**Routed metal, one color a layer**

(4 px per micron) Two of the layers only.
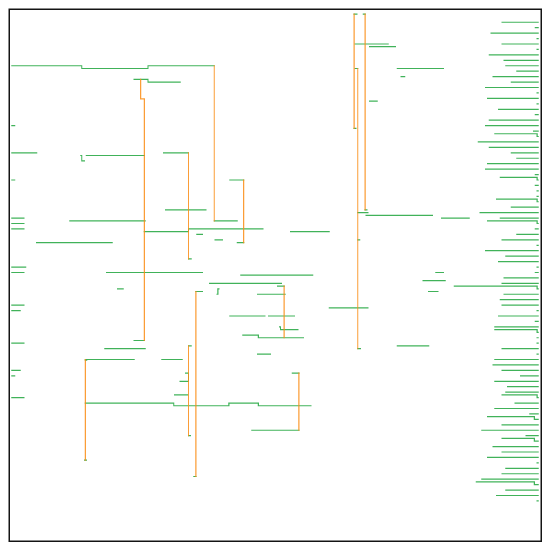
**Routing congestion map**

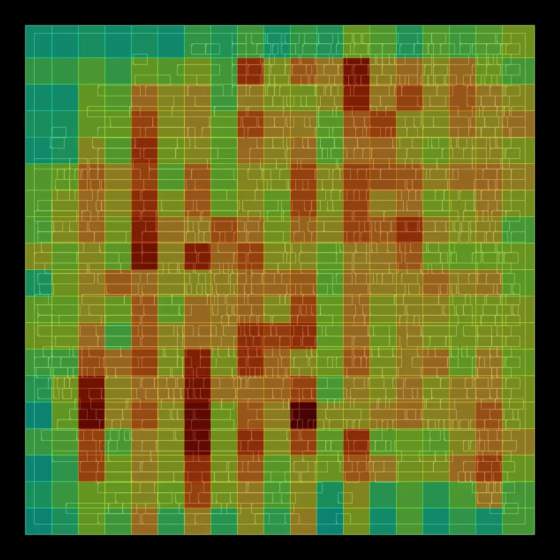
**Signal wires on met1**

(4 px per micron) Supply wires on this layer in gray.
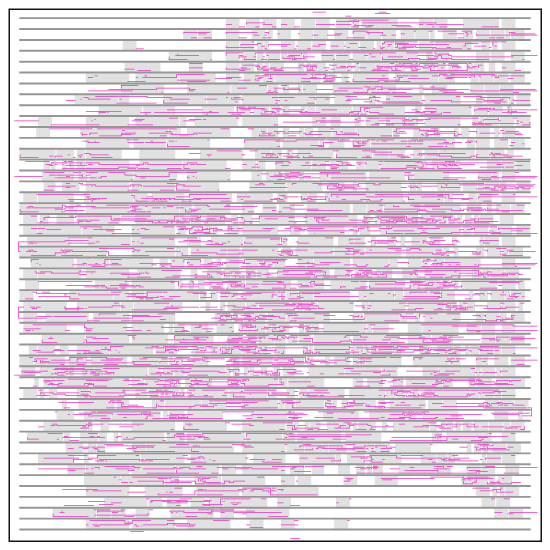
--- src/rtl/mcu_seq_pkg.sv ---
// Shared types for the MCU stream sequencer.
// Latency: n/a (types and constants only).
// Backpressure: n/a.
// Contents: channel and FSM phase enums, and the in-flight read tag.
package mcu_seq_pkg;

  localparam int NUM_CH = 3;

  typedef enum logic [1:0] {
    CH_Y  = 2'd0,
    CH_CB = 2'd1,
    CH_CR = 2'd2
  } chan_e;

  typedef enum logic [0:0] {
    PH_WAIT = 1'b0,
    PH_READ = 1'b1
  } phase_e;

  typedef struct packed {
    chan_e chan;
    logic  blk_last;
    logic  mcu_last;
  } tag_t;

endpackage

--- src/rtl/blk_len_queue.sv ---
// Small FIFO of block lengths, one per component channel.
// Latency: a pushed length is visible on dout the next cycle; dout shows the head combinationally.
// Backpressure: none upstream; a push while full is dropped unless a pop happens in the same cycle.
// Ports: push/din write an entry, pop retires the head, full/empty flags, dout = head entry.
module blk_len_queue #(
  parameter int LEN_W    = 7,
  parameter int LQ_DEPTH = 4
) (
  input  logic             clk,
  input  logic             rst,
  input  logic             push,
  input  logic [LEN_W-1:0] din,
  input  logic             pop,
  output logic             full,
  output logic             empty,
  output logic [LEN_W-1:0] dout
);

  localparam int PW = $clog2(LQ_DEPTH);

  // Pointers carry an extra MSB so full and empty are distinguishable.
  logic [PW:0]      wr_ptr;
  logic [PW:0]      rd_ptr;
  logic [LEN_W-1:0] mem [LQ_DEPTH];
  logic             do_pop;
  logic             do_push;

  assign empty   = (wr_ptr == rd_ptr);
  assign full    = (wr_ptr[PW] != rd_ptr[PW]) && (wr_ptr[PW-1:0] == rd_ptr[PW-1:0]);
  assign do_pop  = pop && !empty;
  // When full, a same-cycle pop frees the slot first.
  assign do_push = push && (!full || do_pop);
  assign dout    = mem[rd_ptr[PW-1:0]];

  always_ff @(posedge clk or posedge rst) begin
    if (rst) begin
      wr_ptr <= '0;
      rd_ptr <= '0;
    end else begin
      if (do_push) wr_ptr <= wr_ptr + 1'b1;
      if (do_pop)  rd_ptr <= rd_ptr + 1'b1;
    end
  end

  always_ff @(posedge clk) begin
    if (do_push) mem[wr_ptr[PW-1:0]] <= din;
  end

endmodule

--- src/rtl/mcu_stream_sequencer.sv ---
// Reads the Y/Cb/Cr bitstream FIFOs in MCU order and merges them into one tagged word stream.
// Latency: 2 cycles from read_req to out_valid (FIFO read register + skid register); 1 word/cycle sustained.
// Backpressure: out_ready low stops read issue once skid (2 entries) plus the in-flight read are full.
// Ports: per-channel FIFO empty/read_req/rdata/rdata_valid and blk_done/blk_len side-band;
//        out_data/out_valid/out_ready stream with out_chan, out_blk_last, out_mcu_last; sticky len_ovf_err.
module mcu_stream_sequencer
  import mcu_seq_pkg::*;
#(
  parameter int DATA_W   = 32,
  parameter int LEN_W    = 7,
  parameter int LQ_DEPTH = 4,
  parameter int Y_BLKS   = 1
) (
  input  logic              clk,
  input  logic              rst,
  input  logic              y_fifo_empty,
  input  logic              cb_fifo_empty,
  input  logic              cr_fifo_empty,
  output logic              y_read_req,
  output logic              cb_read_req,
  output logic              cr_read_req,
  input  logic [DATA_W-1:0] y_rdata,
  input  logic [DATA_W-1:0] cb_rdata,
  input  logic [DATA_W-1:0] cr_rdata,
  input  logic              y_rdata_valid,
  input  logic              cb_rdata_valid,
  input  logic              cr_rdata_valid,
  input  logic              y_blk_done,
  input  logic              cb_blk_done,
  input  logic              cr_blk_done,
  input  logic [LEN_W-1:0]  y_blk_len,
  input  logic [LEN_W-1:0]  cb_blk_len,
  input  logic [LEN_W-1:0]  cr_blk_len,
  output logic [DATA_W-1:0] out_data,
  output logic              out_valid,
  input  logic              out_ready,
  output logic [1:0]        out_chan,
  output logic              out_blk_last,
  output logic              out_mcu_last,
  output logic              len_ovf_err
);

  localparam int YC_W = $clog2(Y_BLKS) + 1;

  logic [NUM_CH-1:0] fifo_empty, rvld_v, blk_done_v, q_pop, q_full, q_empty;
  logic [LEN_W-1:0]  blk_len_v [NUM_CH];
  logic [LEN_W-1:0]  q_dout    [NUM_CH];
  logic [DATA_W-1:0] rdat_v    [NUM_CH];

  assign fifo_empty = {cr_fifo_empty, cb_fifo_empty, y_fifo_empty};
  assign rvld_v     = {cr_rdata_valid, cb_rdata_valid, y_rdata_valid};
  assign blk_done_v = {cr_blk_done, cb_blk_done, y_blk_done};
  assign blk_len_v[0] = y_blk_len;
  assign blk_len_v[1] = cb_blk_len;
  assign blk_len_v[2] = cr_blk_len;
  assign rdat_v[0]    = y_rdata;
  assign rdat_v[1]    = cb_rdata;
  assign rdat_v[2]    = cr_rdata;

  for (genvar c = 0; c < NUM_CH; c++) begin : g_lq
    blk_len_queue #(.LEN_W(LEN_W), .LQ_DEPTH(LQ_DEPTH)) u_lq (
      .clk   (clk),
      .rst   (rst),
      .push  (blk_done_v[c]),
      .din   (blk_len_v[c]),
      .pop   (q_pop[c]),
      .full  (q_full[c]),
      .empty (q_empty[c]),
      .dout  (q_dout[c])
    );
  end

  // FSM, in-flight tag and skid buffer state.
  phase_e            phase;
  chan_e             chan;
  logic [YC_W-1:0]   ycnt;
  logic [LEN_W-1:0]  remaining;
  tag_t              tag;
  logic              inflight;
  logic [DATA_W-1:0] sk_data [2];
  tag_t              sk_tag  [2];
  logic [1:0]        occ;

  logic [LEN_W-1:0]  cur_len;
  logic [2:0]        fill;
  logic              have_blk, wait_pop, issue, last_issue, skip_blk, advance, pop_out, wr;

  // In WAIT the queue head is used as the block length directly, so the first
  // word of a block is requested in the same cycle its length is popped; this
  // keeps back-to-back blocks bubble-free.
  assign cur_len    = (phase == PH_WAIT) ? q_dout[chan] : remaining;
  assign have_blk   = (phase == PH_READ) || !q_empty[chan];
  assign wait_pop   = (phase == PH_WAIT) && !q_empty[chan];
  assign pop_out    = out_valid && out_ready;
  // Words that will occupy the skid buffer after this edge, before a new issue.
  assign fill       = {1'b0, occ} + {2'b00, inflight} - {2'b00, pop_out};
  assign issue      = have_blk && (cur_len != '0) && !fifo_empty[chan] && (fill < 3'd2);
  assign last_issue = issue && (cur_len == LEN_W'(1));
  assign skip_blk   = wait_pop && (cur_len == '0);
  assign advance    = last_issue || skip_blk;
  assign q_pop      = wait_pop ? (NUM_CH'(1) << chan) : '0;
  assign wr         = inflight && rvld_v[tag.chan];

  assign y_read_req  = issue && (chan == CH_Y);
  assign cb_read_req = issue && (chan == CH_CB);
  assign cr_read_req = issue && (chan == CH_CR);

  always_ff @(posedge clk or posedge rst) begin
    if (rst) begin
      phase     <= PH_WAIT;
      chan      <= CH_Y;
      ycnt      <= '0;
      remaining <= '0;
      tag       <= tag_t'('0);
      inflight  <= 1'b0;
    end else begin
      if (advance) begin
        phase <= PH_WAIT;
        case (chan)
          CH_Y: begin
            if (ycnt == YC_W'(Y_BLKS - 1)) begin
              ycnt <= '0;
              chan <= CH_CB;
            end else begin
              ycnt <= ycnt + 1'b1;
            end
          end
          CH_CB:   chan <= CH_CR;
          default: chan <= CH_Y;
        endcase
      end else if (wait_pop) begin
        phase <= PH_READ;
      end

      if (wait_pop) begin
        remaining <= issue ? (cur_len - LEN_W'(1)) : cur_len;
      end else if (issue) begin
        remaining <= remaining - LEN_W'(1);
      end

      // At most one read is ever outstanding: FIFO data returns the next cycle.
      if (issue) begin
        tag      <= '{chan: chan, blk_last: last_issue, mcu_last: last_issue && (chan == CH_CR)};
        inflight <= 1'b1;
      end else if (wr) begin
        inflight <= 1'b0;
      end
    end
  end

  // Two-entry in-order skid buffer; entry 0 is the head.
  always_ff @(posedge clk or posedge rst) begin
    if (rst) begin
      occ        <= '0;
      sk_data[0] <= '0;
      sk_data[1] <= '0;
      sk_tag[0]  <= tag_t'('0);
      sk_tag[1]  <= tag_t'('0);
    end else begin
      case ({pop_out, wr})
        2'b01: begin
          if (occ == 2'd0) begin
            sk_data[0] <= rdat_v[tag.chan];
            sk_tag[0]  <= tag;
          end else begin
            sk_data[1] <= rdat_v[tag.chan];
            sk_tag[1]  <= tag;
          end
          occ <= occ + 2'd1;
        end
        2'b10: begin
          sk_data[0] <= sk_data[1];
          sk_tag[0]  <= sk_tag[1];
          occ        <= occ - 2'd1;
        end
        2'b11: begin
          if (occ == 2'd1) begin
            sk_data[0] <= rdat_v[tag.chan];
            sk_tag[0]  <= tag;
          end else begin
            sk_data[0] <= sk_data[1];
            sk_tag[0]  <= sk_tag[1];
            sk_data[1] <= rdat_v[tag.chan];
            sk_tag[1]  <= tag;
          end
        end
        default: ;
      endcase
    end
  end

  always_ff @(posedge clk or posedge rst) begin
    if (rst) begin
      len_ovf_err <= 1'b0;
    end else if (|(blk_done_v & q_full & ~q_pop)) begin
      len_ovf_err <= 1'b1;
    end
  end

  // Head fields are gated so stale entries never appear on the bus.
  assign out_valid    = (occ != 2'd0);
  assign out_data     = out_valid ? sk_data[0] : '0;
  assign out_chan     = out_valid ? sk_tag[0].chan : CH_Y;
  assign out_blk_last = out_valid && sk_tag[0].blk_last;
  assign out_mcu_last = out_valid && sk_tag[0].mcu_last;

endmodule
--- config.mk ---
export PLATFORM = sky130hd
export DESIGN_NAME = mcu_stream_sequencer
export DESIGN_NICKNAME = d
export VERILOG_FILES = /design/src/rtl/mcu_seq_pkg.sv /design/src/rtl/blk_len_queue.sv /design/src/rtl/mcu_stream_sequencer.sv
export SDC_FILE = /design/constraint.sdc
export NUM_CORES = 1
export LEC_CHECK = 0
export ABC_AREA = 0
export CORE_MARGIN = 2
export CORE_UTILIZATION = 57
export CTS_CLUSTER_SIZE = 30
export DETAILED_ROUTE_END_ITERATION = 10
export HOLD_SLACK_MARGIN = 0.1
export PLACE_DENSITY = 0.86
export SYNTH_ARGS = -nofsm -noshare
export SYNTH_HDL_FRONTEND = slang
export SYNTH_SLANG_ARGS = --single-unit
--- constraint.sdc ---
create_clock -name clk -period 9.2 [get_ports clk]
set_input_delay 0.92 -clock clk [delete_from_list [all_inputs] [get_ports clk]]
set_output_delay 0.92 -clock clk [all_outputs]
set_load 0.01 [all_outputs]
==> CHANGELOG.md <==
### Changed

- Outcome: complete, no violations
- Sequential standard cell area: between 5000 and 6000 sq um
- Slack of the worst reg-to-reg path: 5.08 ns
- Register area share after synthesis: 55.4%
- Critical path required time: 8.28 ns
- Fill cell instance count of the final layout: around 1,100
- Hold slack: 0.472 ns
- Count of buffer and inverter cells on the critical path: 3
- Xor and xnor fraction of the mapped netlist area: 3.16%
- Sequential cell power: ~1.4 mW
- Largest family of logic cells by area: multiplexers
- Register bit count reported by yosys: 192
- Clock network power: around 0.76 mW
- Total of buffers placed on input and output ports: ~170
- Post-CTS repair timing setup buffer count: 0
- Max-Slew Margin vs Limit: 17.9%
- Combinational Power: between 1 and 1.5 mW
- Gate Area: 3950 sq um
- Synth top cells by count: sky130_fd_sc_hd__dfrtp_1 (108), sky130_fd_sc_hd__nand2_1 (96), sky130_fd_sc_hd__edfxtp_1 (84)
- Largest fanout on the critical path: 40
- Layout Skew: 0.00882 ns
- Top cell type by instance count after synthesis: sky130_fd_sc_hd__dfrtp_1
- Fraction of power spent switching nets: 35.6%
- Height of the die: 133 microns
- Pre-Place Util: 57.7%
- Tally of OpenROAD warnings: 40
- Max-slew violation total from the final report: 0
- Power density of the placed cells: just over 300 nW/um^2
- Clock net sink count: 192
- End point of the most critical hold path: sk_data[32]
- Number of search-and-repair iterations in the first detailed-routing pass: 4
- Switching power summed over all nets: 1.29 mW
-- 'routed metal, one color a layer' (at the start) --
legend:
  metal 3:
    color: green
    wire_length: 1,220 microns
  metal 4:
    color: orange
    wire_length: 416 microns
vias after detailed routing: 6,511
WL/cell: 18.4 microns
global routing usage summed across all routing layers: 24.7%

-- 'routing congestion map' (at the start) --
utilization of the core after routing: 72.7%
most utilized layer in the global route result: met2

-- 'signal wires on met1' (at the start) --
longest straight run: 35.0 microns
share of all routed wire: 42%
main direction: horizontal
nets with wire on the layer: 947
wire length on this layer: 8,850 microns
met1 global-route usage: 31.4%
Total Wirelength: 21,200 microns

[cell usage in the layout, fill, tap and decap left out, types with 3 or more instances in the layout]
cell type | netlist | final
sky130_fd_sc_hd__xnor2_1 | 27 | 27
sky130_fd_sc_hd__nor4_1 | 3 | 3
sky130_fd_sc_hd__clkbuf_16 | 0 | 17
sky130_fd_sc_hd__mux2_2 | 41 | 41
sky130_fd_sc_hd__ha_1 | 25 | 25
sky130_fd_sc_hd__xor2_1 | 7 | 7
sky130_fd_sc_hd__edfxtp_1 | 84 | 84
sky130_fd_sc_hd__nor3_1 | 4 | 4
sky130_fd_sc_hd__or3_1 | 3 | 3
sky130_fd_sc_hd__a22oi_1 | 37 | 37
sky130_fd_sc_hd__a211oi_1 | 3 | 3
sky130_fd_sc_hd__bufinv_16 | 0 | 4
sky130_fd_sc_hd__nand2_1 | 96 | 96
sky130_fd_sc_hd__nand3_1 | 8 | 8
sky130_fd_sc_hd__dfrtp_1 | 108 | 107
sky130_fd_sc_hd__inv_1 | 20 | 19
sky130_fd_sc_hd__clkinvlp_4 | 0 | 3
sky130_fd_sc_hd__nand4_1 | 5 | 5
sky130_fd_sc_hd__clkbuf_1 | 31 | 5
sky130_fd_sc_hd__a21oi_1 | 5 | 3
sky130_fd_sc_hd__mux2i_1 | 55 | 54
sky130_fd_sc_hd__buf_4 | 0 | 7
sky130_fd_sc_hd__o21ai_0 | 77 | 77
sky130_fd_sc_hd__nor2b_1 | 43 | 42
sky130_fd_sc_hd__mux4_2 | 16 | 16
sky130_fd_sc_hd__and2_1 | 12 | 12
sky130_fd_sc_hd__nor2_1 | 6 | 6
sky130_fd_sc_hd__clkdlybuf4s50_1 | 0 | 169
[metrics by stage]
step | area, sq um | power (mW) | instances
3_5_place_dp | 11300 | 2.88 | 1118
3_3_place_gp | 11300 | 2.81 | 1118
2_1_floorplan | 9430 | 2.37 | 767
4_1_cts | 11900 | 3.66 | 1150
6_report | 11900 | 3.64 | 1150
5_1_grt | 11900 | 3.87 | 1150
[flip-flops by register name (all words and copies together) (netlist names)]
register / flops
g_lq.u_lq.mem: 84
tag: 4
occ: 2
sk_tag: 8
inflight: 1
len_ovf_err: 1
g_lq.u_lq.rd_ptr: 9
phase: 1
sk_data: 64
remaining: 7
g_lq.u_lq.wr_ptr: 9
chan: 2
[layout make-up]
type                       count  area share, %
timing repair buffer         176           14.7
clock buffer                  22           3.74
multi-input combinational    509           33.3
inverter                      21          0.684
clock inverter                10           1.36
sequential                   192           44.0
tap                          220           2.32
[kinds of logic after synthesis]
family,Yosys count
AND-OR/OR-AND,141
XOR/XNOR,34
adder cells (fa/ha/maj),26
buffers and inverters,66
flip-flops,192
multiplexers,116
AND/OR/NAND/NOR,192
[worst reg2reg max path: cells and delay by family, from the launching register on]
family	cells	cell delay [ns]
buf+inv	2	0.48
flops	1	1.10
compound gates	3	0.57
simple gates	3	0.54
fa+ha+maj	1	0.32
mux	1	1.02
[layer usage]
metal	vias up	part of all wire, %	track usage (%)
li1	3070	-	-
met5	-	0	0
met2	204	50	41.4
met4	0	2.0	8.30
met1	3208	42	31.4
met3	29	5.8	6.51
Power and IR drop assume default switching activity.
